[config.mk]
export PLATFORM = sky130hd
export DESIGN_NAME = wb_ifetch_flat
export DESIGN_NICKNAME = d
export VERILOG_FILES = /design/src/rtl/wb_ifetch_pkg.sv /design/src/rtl/if_wb.sv /design/src/rtl/fifo_sync.sv /design/src/rtl/wb_ifetch.sv /design/src/flat_wrapper.sv
export SDC_FILE = /design/constraint.sdc
export NUM_CORES = 1
export LEC_CHECK = 0
export CAP_MARGIN = 20
export CORE_MARGIN = 5
export CORE_UTILIZATION = 35
export CTS_BUF_LIST = sky130_fd_sc_hd__clkbuf_4 sky130_fd_sc_hd__clkbuf_8
export DETAILED_ROUTE_END_ITERATION = 7
export GPL_TIMING_DRIVEN = 0
export MAX_ROUTING_LAYER = met4
export PLACE_DENSITY = 0.51
export SLEW_MARGIN = 10
export SYNTH_ARGS = -nofsm -noshare
export SYNTH_HDL_FRONTEND = slang
export SYNTH_SLANG_ARGS = --single-unit
[constraint.sdc]
create_clock -name clk -period 3.2 [get_ports clk]
set_input_delay 0.32 -clock clk [delete_from_list [all_inputs] [get_ports clk]]
set_output_delay 0.32 -clock clk [all_outputs]
set_load 0.03 [all_outputs]
[src/rtl/wb_ifetch_pkg.sv]
// Shared types and default sizing for the J1 instruction prefetch master.
package wb_ifetch_pkg;

    localparam int IFETCH_DEPTH = 4;
    localparam int IFETCH_AW    = 13;
    localparam int IFETCH_DW    = 16;

    typedef enum logic [1:0] {
        IDLE,
        FETCH,
        DRAIN
    } ifetch_state_t;

    typedef struct packed {
        logic [IFETCH_AW-1:0] pc;
        logic [IFETCH_DW-1:0] insn;
    } ifetch_entry_t;

endpackage

[src/rtl/if_wb.sv]
// Pipelined Wishbone read-only bus between the prefetch master and the ROM.
interface if_wb #(
    parameter int AW = 13,
    parameter int DW = 16
) (
    input logic clk
);
    logic          cyc;
    logic          stb;
    logic          we;
    logic [AW-1:0] adr;
    logic          ack;
    logic          stall;
    logic [DW-1:0] dat_r;

    modport master (input clk, ack, stall, dat_r, output cyc, stb, adr, we);
    modport slave  (input clk, cyc, stb, adr, we, output ack, stall, dat_r);
endinterface

[src/rtl/fifo_sync.sv]
// Synchronous FIFO with registered head, synchronous flush and occupancy count.
module fifo_sync
    import wb_ifetch_pkg::*;
#(
    parameter int WIDTH = $bits(ifetch_entry_t),
    parameter int DEPTH = IFETCH_DEPTH,
    localparam int PW = $clog2(DEPTH),
    localparam int CW = PW + 1
) (
    input  logic             clk,
    input  logic             rst_n,
    input  logic             flush,
    input  logic             push,
    input  logic [WIDTH-1:0] wdata,
    input  logic             pop,
    output logic [WIDTH-1:0] rdata,
    output logic [CW-1:0]    count
);
    logic [WIDTH-1:0] mem_q [DEPTH];
    logic [WIDTH-1:0] mem_d [DEPTH];
    logic [PW-1:0]    wr_ptr_q, wr_ptr_d;
    logic [PW-1:0]    rd_ptr_q, rd_ptr_d;
    logic [CW-1:0]    count_q, count_d;
    logic             pop_ok, push_ok;

    always_comb begin
        pop_ok   = pop && (count_q != '0);
        push_ok  = push && ((count_q != CW'(DEPTH)) || pop_ok);
        mem_d    = mem_q;
        wr_ptr_d = wr_ptr_q;
        rd_ptr_d = rd_ptr_q;
        count_d  = count_q;
        if (flush) begin
            wr_ptr_d = '0;
            rd_ptr_d = '0;
            count_d  = '0;
        end else begin
            if (push_ok) begin
                mem_d[wr_ptr_q] = wdata;
                wr_ptr_d        = wr_ptr_q + 1'b1;
            end
            if (pop_ok) begin
                rd_ptr_d = rd_ptr_q + 1'b1;
            end
            count_d = count_q + CW'(push_ok) - CW'(pop_ok);
        end
    end

    always_ff @(posedge clk or negedge rst_n) begin
        if (!rst_n) begin
            wr_ptr_q <= '0;
            rd_ptr_q <= '0;
            count_q  <= '0;
        end else begin
            wr_ptr_q <= wr_ptr_d;
            rd_ptr_q <= rd_ptr_d;
            count_q  <= count_d;
        end
    end

    // Storage is never reset; the count alone decides what is valid.
    always_ff @(posedge clk) begin
        mem_q <= mem_d;
    end

    assign rdata = mem_q[rd_ptr_q];
    assign count = count_q;

endmodule

[src/rtl/wb_ifetch.sv]
// J1 instruction prefetch master: pipelined Wishbone reads into a small FIFO.
// Optional WB_IFETCH_BYPASS_EN presents an ack straight to the core when the FIFO is empty.
module wb_ifetch
    import wb_ifetch_pkg::*;
#(
    parameter int          DEPTH    = IFETCH_DEPTH,
    parameter int          AW       = IFETCH_AW,
    parameter int          DW       = IFETCH_DW,
    parameter int unsigned RESET_PC = 0
) (
    input  logic          clk,
    input  logic          rst_n,
    input  logic          redirect,
    input  logic [AW-1:0] redirect_pc,
    output logic [DW-1:0] insn,
    output logic [AW-1:0] insn_pc,
    output logic          insn_valid,
    input  logic          insn_ready,
    if_wb.master          wb
);
    localparam int            CW     = $clog2(DEPTH) + 1;
    localparam logic [AW-1:0] PC_RST = AW'(RESET_PC);

    ifetch_state_t    state_q, state_d;
    logic [AW-1:0]    fetch_pc_q, fetch_pc_d;
    logic [AW-1:0]    push_pc_q, push_pc_d;
    logic [CW-1:0]    outstanding_q, outstanding_d;
    logic [CW-1:0]    discard_q, discard_d;
    logic [CW-1:0]    count;
    logic [AW+DW-1:0] head;
    logic [CW:0]      inflight;
    logic             stb, accept, ack_ok, live_ack, push, pop;

    // Acks arriving with nothing outstanding (e.g. just after reset) are ignored.
    always_comb begin
        inflight      = (CW+1)'(outstanding_q) + (CW+1)'(count);
        stb           = (state_q == FETCH) && (inflight < (CW+1)'(DEPTH));
        accept        = stb && !wb.stall;
        ack_ok        = wb.ack && (outstanding_q != '0);
        live_ack      = ack_ok && (discard_q == '0) && !redirect;
        outstanding_d = outstanding_q + CW'(accept) - CW'(ack_ok);
    end

`ifdef WB_IFETCH_BYPASS_EN
    logic bypass;

    always_comb begin
        bypass     = live_ack && (count == '0);
        insn_valid = (count != '0) || bypass;
        insn_pc    = '0;
        insn       = '0;
        if (count != '0) begin
            {insn_pc, insn} = head;
        end else if (bypass) begin
            insn_pc = push_pc_q;
            insn    = wb.dat_r;
        end
        push = live_ack && !(bypass && insn_ready);
        pop  = (count != '0) && insn_ready;
    end
`else
    always_comb begin
        insn_valid      = (count != '0);
        {insn_pc, insn} = insn_valid ? head : '0;
        push            = live_ack;
        pop             = insn_valid && insn_ready;
    end
`endif

    // A redirect's discard count includes a request accepted in that same cycle.
    always_comb begin
        state_d    = state_q;
        fetch_pc_d = fetch_pc_q;
        push_pc_d  = push_pc_q;
        discard_d  = discard_q;
        if (accept) begin
            fetch_pc_d = fetch_pc_q + 1'b1;
        end
        if (live_ack) begin
            push_pc_d = push_pc_q + 1'b1;
        end
        if (ack_ok && (discard_q != '0)) begin
            discard_d = discard_q - 1'b1;
        end
        case (state_q)
            IDLE:    state_d = FETCH;
            FETCH:   state_d = FETCH;
            DRAIN:   state_d = (discard_d == '0) ? FETCH : DRAIN;
            default: state_d = IDLE;
        endcase
        if (redirect) begin
            fetch_pc_d = redirect_pc;
            push_pc_d  = redirect_pc;
            discard_d  = outstanding_d;
            state_d    = (outstanding_d != '0) ? DRAIN : FETCH;
        end
    end

    always_ff @(posedge clk or negedge rst_n) begin
        if (!rst_n) begin
            state_q       <= IDLE;
            fetch_pc_q    <= PC_RST;
            push_pc_q     <= PC_RST;
            outstanding_q <= '0;
            discard_q     <= '0;
        end else begin
            state_q       <= state_d;
            fetch_pc_q    <= fetch_pc_d;
            push_pc_q     <= push_pc_d;
            outstanding_q <= outstanding_d;
            discard_q     <= discard_d;
        end
    end

    assign wb.cyc = stb || (outstanding_q != '0);
    assign wb.stb = stb;
    assign wb.adr = fetch_pc_q;
    assign wb.we  = 1'b0;

    fifo_sync #(
        .WIDTH (AW + DW),
        .DEPTH (DEPTH)
    ) u_fifo (
        .clk   (clk),
        .rst_n (rst_n),
        .flush (redirect),
        .push  (push),
        .wdata ({push_pc_q, wb.dat_r}),
        .pop   (pop),
        .rdata (head),
        .count (count)
    );

endmodule

[src/flat_wrapper.sv]
// flat-port wrapper written by rule: the top's interface ports become plain ports
module wb_ifetch_flat import wb_ifetch_pkg::*;
#(
    parameter int          DEPTH    = IFETCH_DEPTH,
    parameter int          AW       = IFETCH_AW,
    parameter int          DW       = IFETCH_DW,
    parameter int unsigned RESET_PC = 0
)
  (clk, rst_n, redirect, redirect_pc, insn, insn_pc, insn_valid, insn_ready, wb_ack, wb_stall, wb_dat_r, wb_cyc, wb_stb, wb_adr, wb_we);
  if_wb #(.AW(AW), .DW(DW)) wb_i (.clk(clk));
  input  logic clk;
  input  logic rst_n;
  input  logic redirect;
  input  logic [AW-1:0] redirect_pc;
  output logic [DW-1:0] insn;
  output logic [AW-1:0] insn_pc;
  output logic insn_valid;
  input  logic insn_ready;
  input wire logic [$bits(wb_i.ack)-1:0] wb_ack;
  input wire logic [$bits(wb_i.stall)-1:0] wb_stall;
  input wire logic [$bits(wb_i.dat_r)-1:0] wb_dat_r;
  output wire logic [$bits(wb_i.cyc)-1:0] wb_cyc;
  output wire logic [$bits(wb_i.stb)-1:0] wb_stb;
  output wire logic [$bits(wb_i.adr)-1:0] wb_adr;
  output wire logic [$bits(wb_i.we)-1:0] wb_we;
  assign wb_i.ack = wb_ack;
  assign wb_i.stall = wb_stall;
  assign wb_i.dat_r = wb_dat_r;
  assign wb_cyc = wb_i.cyc;
  assign wb_stb = wb_i.stb;
  assign wb_adr = wb_i.adr;
  assign wb_we = wb_i.we;
  wb_ifetch #(.DEPTH(DEPTH), .AW(AW), .DW(DW), .RESET_PC(RESET_PC)) u_core (.clk(clk), .rst_n(rst_n), .redirect(redirect), .redirect_pc(redirect_pc), .insn(insn), .insn_pc(insn_pc), .insn_valid(insn_valid), .insn_ready(insn_ready), .wb(wb_i));
endmodule
==> notes.md, run 1 <==
Results of the full flow below.

Outcome:
- The flow ran to the end, and the final reports show no timing, DRC or antenna violations.

Cells and area:
- The register with the most flip-flops in the final layout is u_core.u_fifo.mem_q.
- The run gives the leading cell category by total area as sequential cells.
- The multi-input combinational cells in the finished layout cover a total of 0.002178 mm^2.
- Fill cells in the final layout number 1773.
- The run gives the number of nets at the end of the flow as 592.
- The final antenna diode tally reported by the flow is 0.
- Per the final report, the share of cell area in non-clock buffers is 12.01%.
- Sequential cells placed in the final layout were counted as 157.
- The layout has 15 inverters outside the clock class.
- The library cells used most frequently in the layout, excluding fill and tap cells, are sky130_fd_sc_hd__edfxtp_1 (116), sky130_fd_sc_hd__clkdlybuf4s50_1 (78), sky130_fd_sc_hd__dfrtp_1 (37).
- The run gives the share of post-route cells with drive strength above 1 as 16.94%.
- The run puts the cell area after layout at 0.008514 mm^2.
- The run gives the multi-input gate count as 244.
- The run gives the synthesis-to-layout area growth as 25.07%.
- The register with the most flip-flops in the layout has 116 of them.

Placed design:
- The placement report lists the number of port buffers as 79.
- The run gives the routability congestion estimate as 0.7463.
- The run puts the area of placed instances at 0.008038 mm^2.
- The run gives the pre-CTS setup slack as -0.09896 ns.
- The run puts the post-detailed-placement half-perimeter wirelength at 10270 um.
- The run gives the instance count after placement with tap cells included as 784.

Run:
- The run puts the warning total across the stage logs at 30.

Worst setup path:
- The startpoint identified for the worst register-to-register timing path is u_core.u_fifo.count[2]$_DFF_PN0_.
- The run gives the critical path capture point type as a flop.
- The run gives the required time reported for the critical path endpoint as 3.54 ns.
- The run puts the largest stage delay on the critical path at 0.48 ns.
- Per STA, the library cell used most along the worst path is sky130_fd_sc_hd__ha_1.
- STA reports a reg2reg setup slack of 0.18 ns.
- STA classifies the critical path startpoint as a flop.
- The critical path is of the reg -> reg type.
- Broken down by cell family, the worst path's largest delay share belongs to simple AND/OR/NAND/NOR gates.
- The run gives the capture instance of the worst register-to-register path as u_core.state_q[1]$_DFF_PN0_.
- In this run the critical path is formed by ha_1 -> nor4b_2 -> or4b_1 -> buf_4 -> inv_6 -> ha_1 -> fa_1 -> nor3_2 -> o2bb2ai_1 -> a21o_1.
- The run gives the number of cells on the worst reg-to-reg path as 10.
- The run puts the worst endpoint data arrival time at 3.36 ns.
- The run gives the largest driver fanout on the critical path as 9.
- The run gives the number of buffer and inverter stages on the critical path as 2.
- Among all stages on the critical path, the largest delay is contributed by sky130_fd_sc_hd__fa_1.

STA:
- The run gives the final worst-path setup slack as 0.1757 ns.
- The run gives the top achievable clock speed as 330.7 MHz.
- For this run, the final setup violation count is recorded as 0.
- The run gives the hold violation count in the final report as 0.
- The run gives the actual transition at the worst max-transition pin as 0.6890 ns.
- Setup repair after global routing left no endpoint under its margin.
- The final timing summary puts the cycle share of the worst path at 94.51%.
- The run gives the count of final max-slew check failures as 0.
- The run gives the setup skew after layout as 0.01148 ns.
- The run puts the relative slew slack at 54.06%.
- The run gives the time the worst path needs with I/O delays and setup as 3.024 ns.
- In the final timing run, aggregate negative setup slack is 0 ns.
- The run puts the worst hold slack at 0.3498 ns.

Synth:
- Summed over all instances, the cell type with the most area after synthesis is sky130_fd_sc_hd__edfxtp_1.
- In the post-synthesis netlist, the cell with the most instances is sky130_fd_sc_hd__edfxtp_1.
- Yosys reports a chip area of 0.006808 mm^2.
- The run gives the synthesized cell area as 0.006808 mm^2.
- Each instance of the synthesized netlist takes up on average 15.65 um^2.
- In the synthesized netlist, the number of instances is 435.
- After synthesis, the most frequently instantiated cells are sky130_fd_sc_hd__edfxtp_1 (116), sky130_fd_sc_hd__dfrtp_1 (41), sky130_fd_sc_hd__and2_1 (36), sky130_fd_sc_hd__mux4_2 (29), sky130_fd_sc_hd__nor2_1 (22).
- The run puts the area share of the leading cell type in the synthesized netlist at 51.17%.
- The run gives the share of the yosys chip area belonging to registers as 66.24%.
- The run puts the post-synthesis register bit count at 157.
- The run gives the count of synthesis-stage warnings from yosys as 0.
- Counting flops with an async set or reset pin after synthesis yields a share of 26.11%.
- The run gives the simple-gate share of the synthesized area as 10.49%.
- By area, the combinational part of the netlist is dominated by simple AND/OR/NAND/NOR gates.
- The run puts the fraction of the mapped netlist area in adder cells at 2.977%.
- After Yosys synthesis, AND-OR and OR-AND compound gates account for 5.900% of the synthesized area.
- The run puts the multiplexer share of the synthesized area at 10.40%.
- In the post-synthesis netlist, the biggest area contributors are sky130_fd_sc_hd__edfxtp_1 (51%), sky130_fd_sc_hd__dfrtp_1 (15%), sky130_fd_sc_hd__mux4_2 (9.6%).
- The post-synth count of flops with an enable pin is 116.
- Looking at the cell usage after synthesis, the top flip-flop cell is sky130_fd_sc_hd__edfxtp_1.
- The run gives the count of unique library cells instantiated by Yosys as 51.

Die:
- According to the floorplan log, the row count is 51.
- The run gives the floorplan utilization as 35.21%.
- The overall die size recorded for this design is 0.02234 mm^2.
- The run gives the die width as 149.5 um.
- The run puts the count of inserted tapcells at 265.
- The run puts the floorplan die height at 149.5 um.
- For this design the top-level I/O count stands at 81.
- In this run the standard cell core region covers 0.01933 mm^2.

Detailed routing:
- The run gives the via density per instance as 4.937.
- The run puts the iteration count of the initial detailed-routing pass at 4.
- For this run, design rule violations remaining after detail routing come to 0.
- The run puts the tally of nets with antenna violations remaining after routing at 0.
- The run puts the initial detailed-routing violation count at 146.

Pwr:
- Per the summary, power density relative to cell area is 755.3 mW/mm^2.
- The run puts the part of the total power dissipated in the clock network at 23.7%.
- The run gives the leakage power summed over all cells as 2.897 nW.
- The run gives the fraction of power spent switching nets as 35.19%.
- The run puts the power in combinational cells at 2.37 mW.
- The run puts the cell-internal power at 4.168 mW.
- Combinational logic is responsible for 36.9% of the overall power.
- The run gives the clock group total power as 1.52 mW.
- The run puts the reported net switching power at 2.263 mW.
- In the power breakdown, the biggest contributor is sequential cells.
- The run gives the total power as 6.431 mW.

Global routing:
- The run gives the global routing met1 resource utilization as 18.62%.
- The run gives the total congestion overflow as 0.
- The run gives the number of antenna violations at the first check in global routing as 0.
- The run gives the pin count of the biggest net entering global routing as 25.
- The run gives the via count of the first global-routing pass as 4301.

Clocking:
- The root buffer cell chosen for the clock tree is sky130_fd_sc_hd__clkbuf_8.
- TritonCTS built the clock tree.
- The clock passes through at most 2 buffers.
- The run gives the TritonCTS sink count as 157.
- The run gives the total clock buffers created by CTS as 17.
- The run puts the clock transition time at the flip-flop clock pins of the worst setup and hold paths at 0.09 ns.
- The clock reaches the later pin of the worst-skew pair after 0.45 ns.
- The H-tree was split into 4 levels.

Min path:
- The worst hold path belongs to the class in -> async.
## run 1: repair_timing
| item | in CTS | in global routing |
|---|---|---|
| pin swaps | 0 | 3 |
| hold endpoints to repair | 17 | 0 |
| endpoints found under the setup margin | 2 | 2 |
| resized | 2 | 11 |
| setup buffers | 0 | 2 |
| hold buffers | 1 | 0 |
## run 1: kinds of logic (layout without fill, tap and decap cells)
logic type / after synthesis / count (layout)
mux: 34 / 34
xor+xnor: 13 / 13
other cells: 1 / 1
simple gates: 125 / 125
fa+ha+maj: 15 / 15
flops: 157 / 157
buf+inv: 34 / 154
compound gates: 56 / 56
## run 1: worst max path at each step
stage | to | slack [ns] | startpoint | cells past startpoint
3_5_place_dp | u_core.state_q[1]$_DFF_PN0_ | -0.1 | u_core.outstanding_q[1]$_DFF_PN0_ | 10
2_1_floorplan | u_core.state_q[1]$_DFF_PN0_ | 0.36 | u_core.outstanding_q[2]$_DFF_PN0_ | 11
6_report | u_core.state_q[1]$_DFF_PN0_ | 0.18 | u_core.u_fifo.count[2]$_DFF_PN0_ | 10
4_1_cts | u_core.state_q[1]$_DFF_PN0_ | 0.01 | u_core.outstanding_q[2]$_DFF_PN0_ | 11
3_3_place_gp | u_core.u_fifo.mem_q[101]$_DFFE_PP_ | -0.59 | wb_ack | 4
5_1_grt | u_core.state_q[1]$_DFF_PN0_ | 0.03 | u_core.u_fifo.count[2]$_DFF_PN0_ | 10
## run 1: per-layer routing
metal	vias to the layer above	part of all wire, %
met5	-	0
met4	0	0.72
met3	9	4.0
met2	91	49
met1	2048	46
li1	1900	-
**Run 1: where the registers sit**

Bar = 50 um. Other sequential cells in the stronger grey, the rest of the logic in the fainter grey.
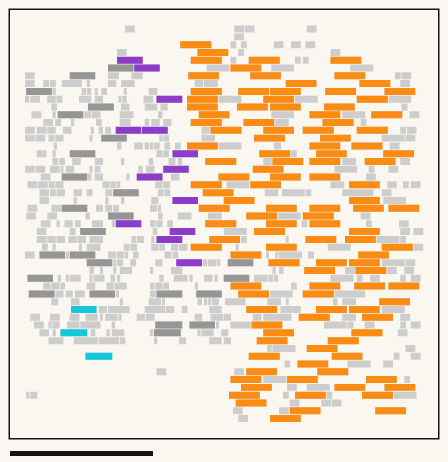
| colour | netlist name | flops |
|---|---|---|
| purple | u_core.push_pc_q | 13 |
| cyan | u_core.outstanding_q | 3 |
| orange | u_core.u_fifo.mem_q | 116 |
not coloured: 25
register fraction of the total cell area: 53.02%
total area of sequential cells: 0.004514 mm^2
sequential cell power: 2.53 mW
share of the core filled with cells in the final layout: 44.04%

**Run 1: routed metal, one colour a layer**

Bar = 50 um.
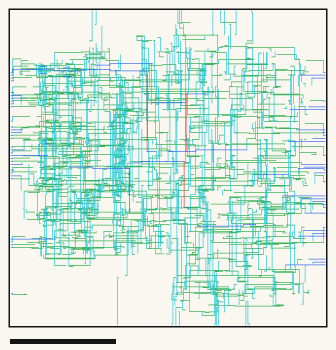
| colour | layer | wire length |
|---|---|---|
| red | M4 | 107 um |
| blue | M3 | 605 um |
| cyan | M2 | 7340 um |
| green | M1 | 6890 um |
Global Route Usage Sum: 14.25%
via count: 4048
Routed WL: 14950 um

**Run 1: selected gate families**

Bar = 50 um.
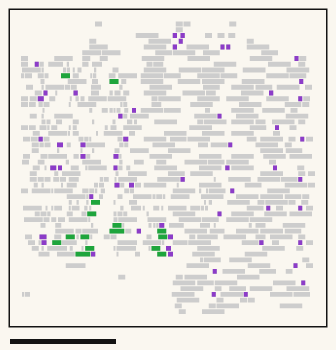
| colour | family | cells |
|---|---|---|
| purple | and/or cells | 55 |
| green | fa/ha/maj cells | 15 |
most common cell after layout, fill and taps aside: sky130_fd_sc_hd__edfxtp_1
share of cell area taken by multi-input logic gates: 25.58%
final standard cell count with taps included and fillers excluded: 820

**Run 1: track usage over the die**

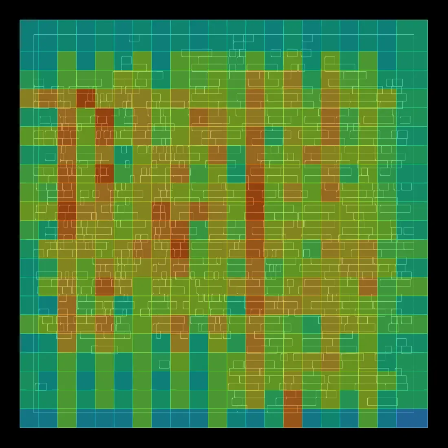
WL/cell: 18.23 um
GR Util met2: 22.60%
global routing met3 resource utilization: 3.604%
busiest metal layer after global routing: met2

--- run 2 (diff from run 1) ---
- CTS_BUF_LIST: sky130_fd_sc_hd__clkbuf_4 sky130_fd_sc_hd__clkbuf_8 -> sky130_fd_sc_hd__clkbuf_4 sky130_fd_sc_hd__clkbuf_8 sky130_fd_sc_hd__clkbuf_16
**Run 2: selected gate families**

Bar = 50 um.
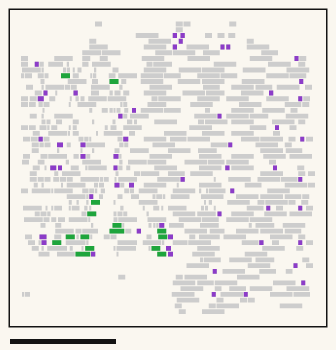
| colour | family | cells |
|---|---|---|
| green | fa/ha/maj cells | 15 |
| purple | and/or cells | 55 |
share of cell area taken by multi-input logic gates: 25.10%
final standard cell count with taps included and fillers excluded: 818

==> run 2 against run 1 <==
Clock skew decreased by 0.0039 ns. Combinational power decreased by 2%. Worst setup slack got worse by 0.010 ns. Sequential share of layout area is 1.0 points lower. Worst hold slack better by 0.036 ns. Critical endpoint unchanged.
==> notes.md, run 2 <==
Results of the full flow below.

Synth:
- The run puts the count of synthesis-stage warnings from yosys at 0.
- The run gives the count of unique library cells instantiated by Yosys as 51.
- The run puts the number of standard cells reported by yosys at 435.
- The mapped netlist covers 0.006808 mm^2.
- Counting flops with a built-in enable in the synthesized netlist gives 116.
- Sequential cells were found to cover 66.24% of the synthesized design area.
- The run gives the mean post-synth cell area as 15.65 um^2.
- The run puts the synthesis area per yosys at 0.006808 mm^2.
- The commonest cells after synthesis are sky130_fd_sc_hd__edfxtp_1 (116), sky130_fd_sc_hd__dfrtp_1 (41), sky130_fd_sc_hd__and2_1 (36), sky130_fd_sc_hd__mux4_2 (29), sky130_fd_sc_hd__nor2_1 (22).
- The run gives the post-synthesis register bit count as 157.
- The run gives the cell type with the largest total area after synthesis as sky130_fd_sc_hd__edfxtp_1.
- By instance count, the leading cell after synthesis is sky130_fd_sc_hd__edfxtp_1.
- The run gives the area share of the leading cell type in the synthesized netlist as 51.17%.
- The cell count after synthesis came out at 435.
- The run puts the fraction of registers with async set/reset at 26.11%.

Detailed routing:
- The run gives the via density per instance as 4.960.
- Summed over all layers, the routed wires come to 14890 um.
- In this run the remaining antenna-violating nets after routing total 0.
- The run puts the detailed-route via count at 4057.
- TritonRoute reported its final design rule violation total as 0.
- Signal nets in the final route climb as high as met4.
- The run puts the average routed wire per standard cell at 18.21 um.
- The run gives the met2 wire length as 7408 um.
- The run puts the wire length on met1 at 6847 um.
- According to the report, the first pass of detailed routing completed in 4 iterations.
- The run gives the initial detailed-routing violation count as 158.

Pwr:
- The run puts the total power at 6.912 mW.
- The run gives the reported net switching power as 2.314 mW.
- The run puts the part of the total power dissipated in the clock network at 29.6%.
- The run gives the power in combinational cells as 2.32 mW.
- The run puts the power drawn by the sequential cells at 2.54 mW.
- The run gives the leakage power summed over all cells as 2.970 nW.
- The run puts the power density over the cells at 796.5 mW/mm^2.
- Ranked by power, first place goes to sequential cells.
- The run gives the cell-internal power as 4.598 mW.
- The run gives the clock group total power as 2.04 mW.
- The run puts the fraction of power spent switching nets at 33.48%.

STA:
- The run puts the hold violation count in the final report at 0.
- Per the finish-stage timing summary, setup violations number 0.
- The run gives the fraction of the cycle the final worst path needs as 94.83%.
- The run gives the setup skew after layout as 0.007605 ns.
- The run gives the top achievable clock speed as 329.6 MHz.
- Setup repair after global routing left no endpoint under its margin.
- The run puts the time the worst path needs with I/O delays and setup at 3.034 ns.
- The pin closest to its max-slew limit shows a slew of 0.6919 ns.
- The worst-case max-slew headroom was logged as 53.87%.

Placed design:
- Per the gpl log, the routability congestion estimate is 0.7463.
- The run puts the number of buffer cells added on primary ports at 79.
- Per the placement report, the placed cell count is 784.
- The run puts the area of placed instances at 0.008038 mm^2.

Cells and area:
- The register with the most flip-flops in the layout has 116 of them.
- The number of antenna diodes in the final layout is 0.
- The run gives the final design utilization as 44.88%.
- The run gives the synthesis-to-layout area growth as 27.48%.
- The run gives the cell area after layout as 0.008678 mm^2.
- The run gives the number of nets at the end of the flow as 590.
- The run gives the register with the most flip-flops as u_core.u_fifo.mem_q.
- The run gives the most common library cell in the layout ignoring fill and taps as sky130_fd_sc_hd__edfxtp_1.

Clocking:
- The run puts the CTS H-tree depth at 4.
- Clock tree synthesis selected as its root buffer the cell sky130_fd_sc_hd__clkbuf_16.
- The run puts the total clock buffers created by CTS at 17.
- CTS reports a maximum clock tree buffer depth of 2.
- TritonCTS built the clock tree.
- After clock tree synthesis, the clock-pin slew on the worst setup and hold paths is 0.07 ns.
- The clock tree has to reach 157 sinks.

Global routing:
- The via count of the first global-routing pass was 4311.
- met2 is the most crowded layer.
- Recorded from the global router log, the overflow total was 0.
- Summed over all routing layers, the global router reports a total usage of 14.27%.
- The run gives the met2 routing resource usage after global routing as 22.74%.
- The run gives the number of antenna violations at the first check in global routing as 0.
- The run gives the pin count of the biggest net entering global routing as 25.

Die:
- The run gives the die width as 149.5 um.
- After floorplanning, the core was sized to cover 0.01933 mm^2.
- The run gives the top-level I/O count as 81.
- The run puts the count of standard-cell rows at 51.
- The floorplan step defined a die boundary enclosing 0.02234 mm^2.
- The run gives the floorplan die height as 149.5 um.
- At the floorplan stage, the core utilization is reported as 35.21%.

Worst setup path:
- According to the timing report, the data required time at the worst endpoint equals 3.51 ns.
- The run gives the critical path capture point type as a flop.
- For the worst reg-to-reg path, the startpoint reported by OpenROAD is u_core.u_fifo.count[2]$_DFF_PN0_.
- The run gives the largest driver fanout on the critical path as 9.
- The run puts the number of cells on the worst reg-to-reg path at 10.
- Per STA, the startpoint of the critical path is u_core.u_fifo.count[2]$_DFF_PN0_.
- The run gives the capture instance of the worst register-to-register path as u_core.state_q[1]$_DFF_PN0_.
- Across all register-to-register paths, the minimum setup slack is 0.17 ns.
- The run gives the startpoint type of the worst setup path as a flop.
- The run gives the type of the worst setup path as reg -> reg.

Min path:
- In this run the worst hold path is classified as in -> async.

Run:
- The run puts the warning total across the stage logs at 30.

Outcome:
- The flow ran to the end, and the final reports show no timing, DRC or antenna violations.
run 2: cell counts after synthesis:
Identical to the previous run, type by type.
run 2: repair_timing:
item | in CTS | in global routing
gates resized | 2 | 11
endpoints found under the hold margin | 17 | 0
hold buffers | 1 | 0
endpoints found under the setup margin | 2 | 2
buffers inserted | 0 | 0
pin swaps | 0 | 3
run 2: worst max-delay path, cell delays in order, from the launching register on:
cell                        delay, ns
sky130_fd_sc_hd__dfrtp_2         0.44
sky130_fd_sc_hd__ha_1            0.32
sky130_fd_sc_hd__nor4b_2         0.29
sky130_fd_sc_hd__or4b_1          0.47
sky130_fd_sc_hd__buf_4           0.19
sky130_fd_sc_hd__inv_6           0.10
sky130_fd_sc_hd__ha_1            0.17
sky130_fd_sc_hd__fa_1            0.48
sky130_fd_sc_hd__nor3_2          0.24
sky130_fd_sc_hd__o2bb2ai_1       0.08
sky130_fd_sc_hd__a21o_1          0.17
run 2: area by class of cell:
type,instances,area [um^2]
buffer,19,86.33
tap,265,331.6
timing repair buffer,86,908.4
fill,1758,10660
clock inverter,15,172.7
multi-input combinational,244,2178
inverter,15,61.31
clock buffer,17,425.4
sequential,157,4514
run 2: kinds of logic (layout without fill, tap and decap cells):
group,Yosys count,after routing,synth area share (%)
compound gates,56,56,5.900
xor+xnor,13,13,1.875
fa+ha+maj,15,15,2.977
buf+inv,34,152,2.058
flops,157,157,66.24
mux,34,34,10.40
other cells,1,1,0.05508
simple gates,125,125,10.49
run 2: per-stage QoR:
stage                     hold WS, ns  setup slack [ns]  setup TNS [ns]
after floorplan               0.02441            0.3646               0
after global placement         0.4892           -0.5851          -65.16
after detailed placement       0.2971          -0.09896         -0.1444
after CTS                      0.3798           0.01634               0
after global routing           0.4344          0.009450               0
final                          0.3857            0.1656               0
No activity file was given, so power comes from the tool's default toggle rates.
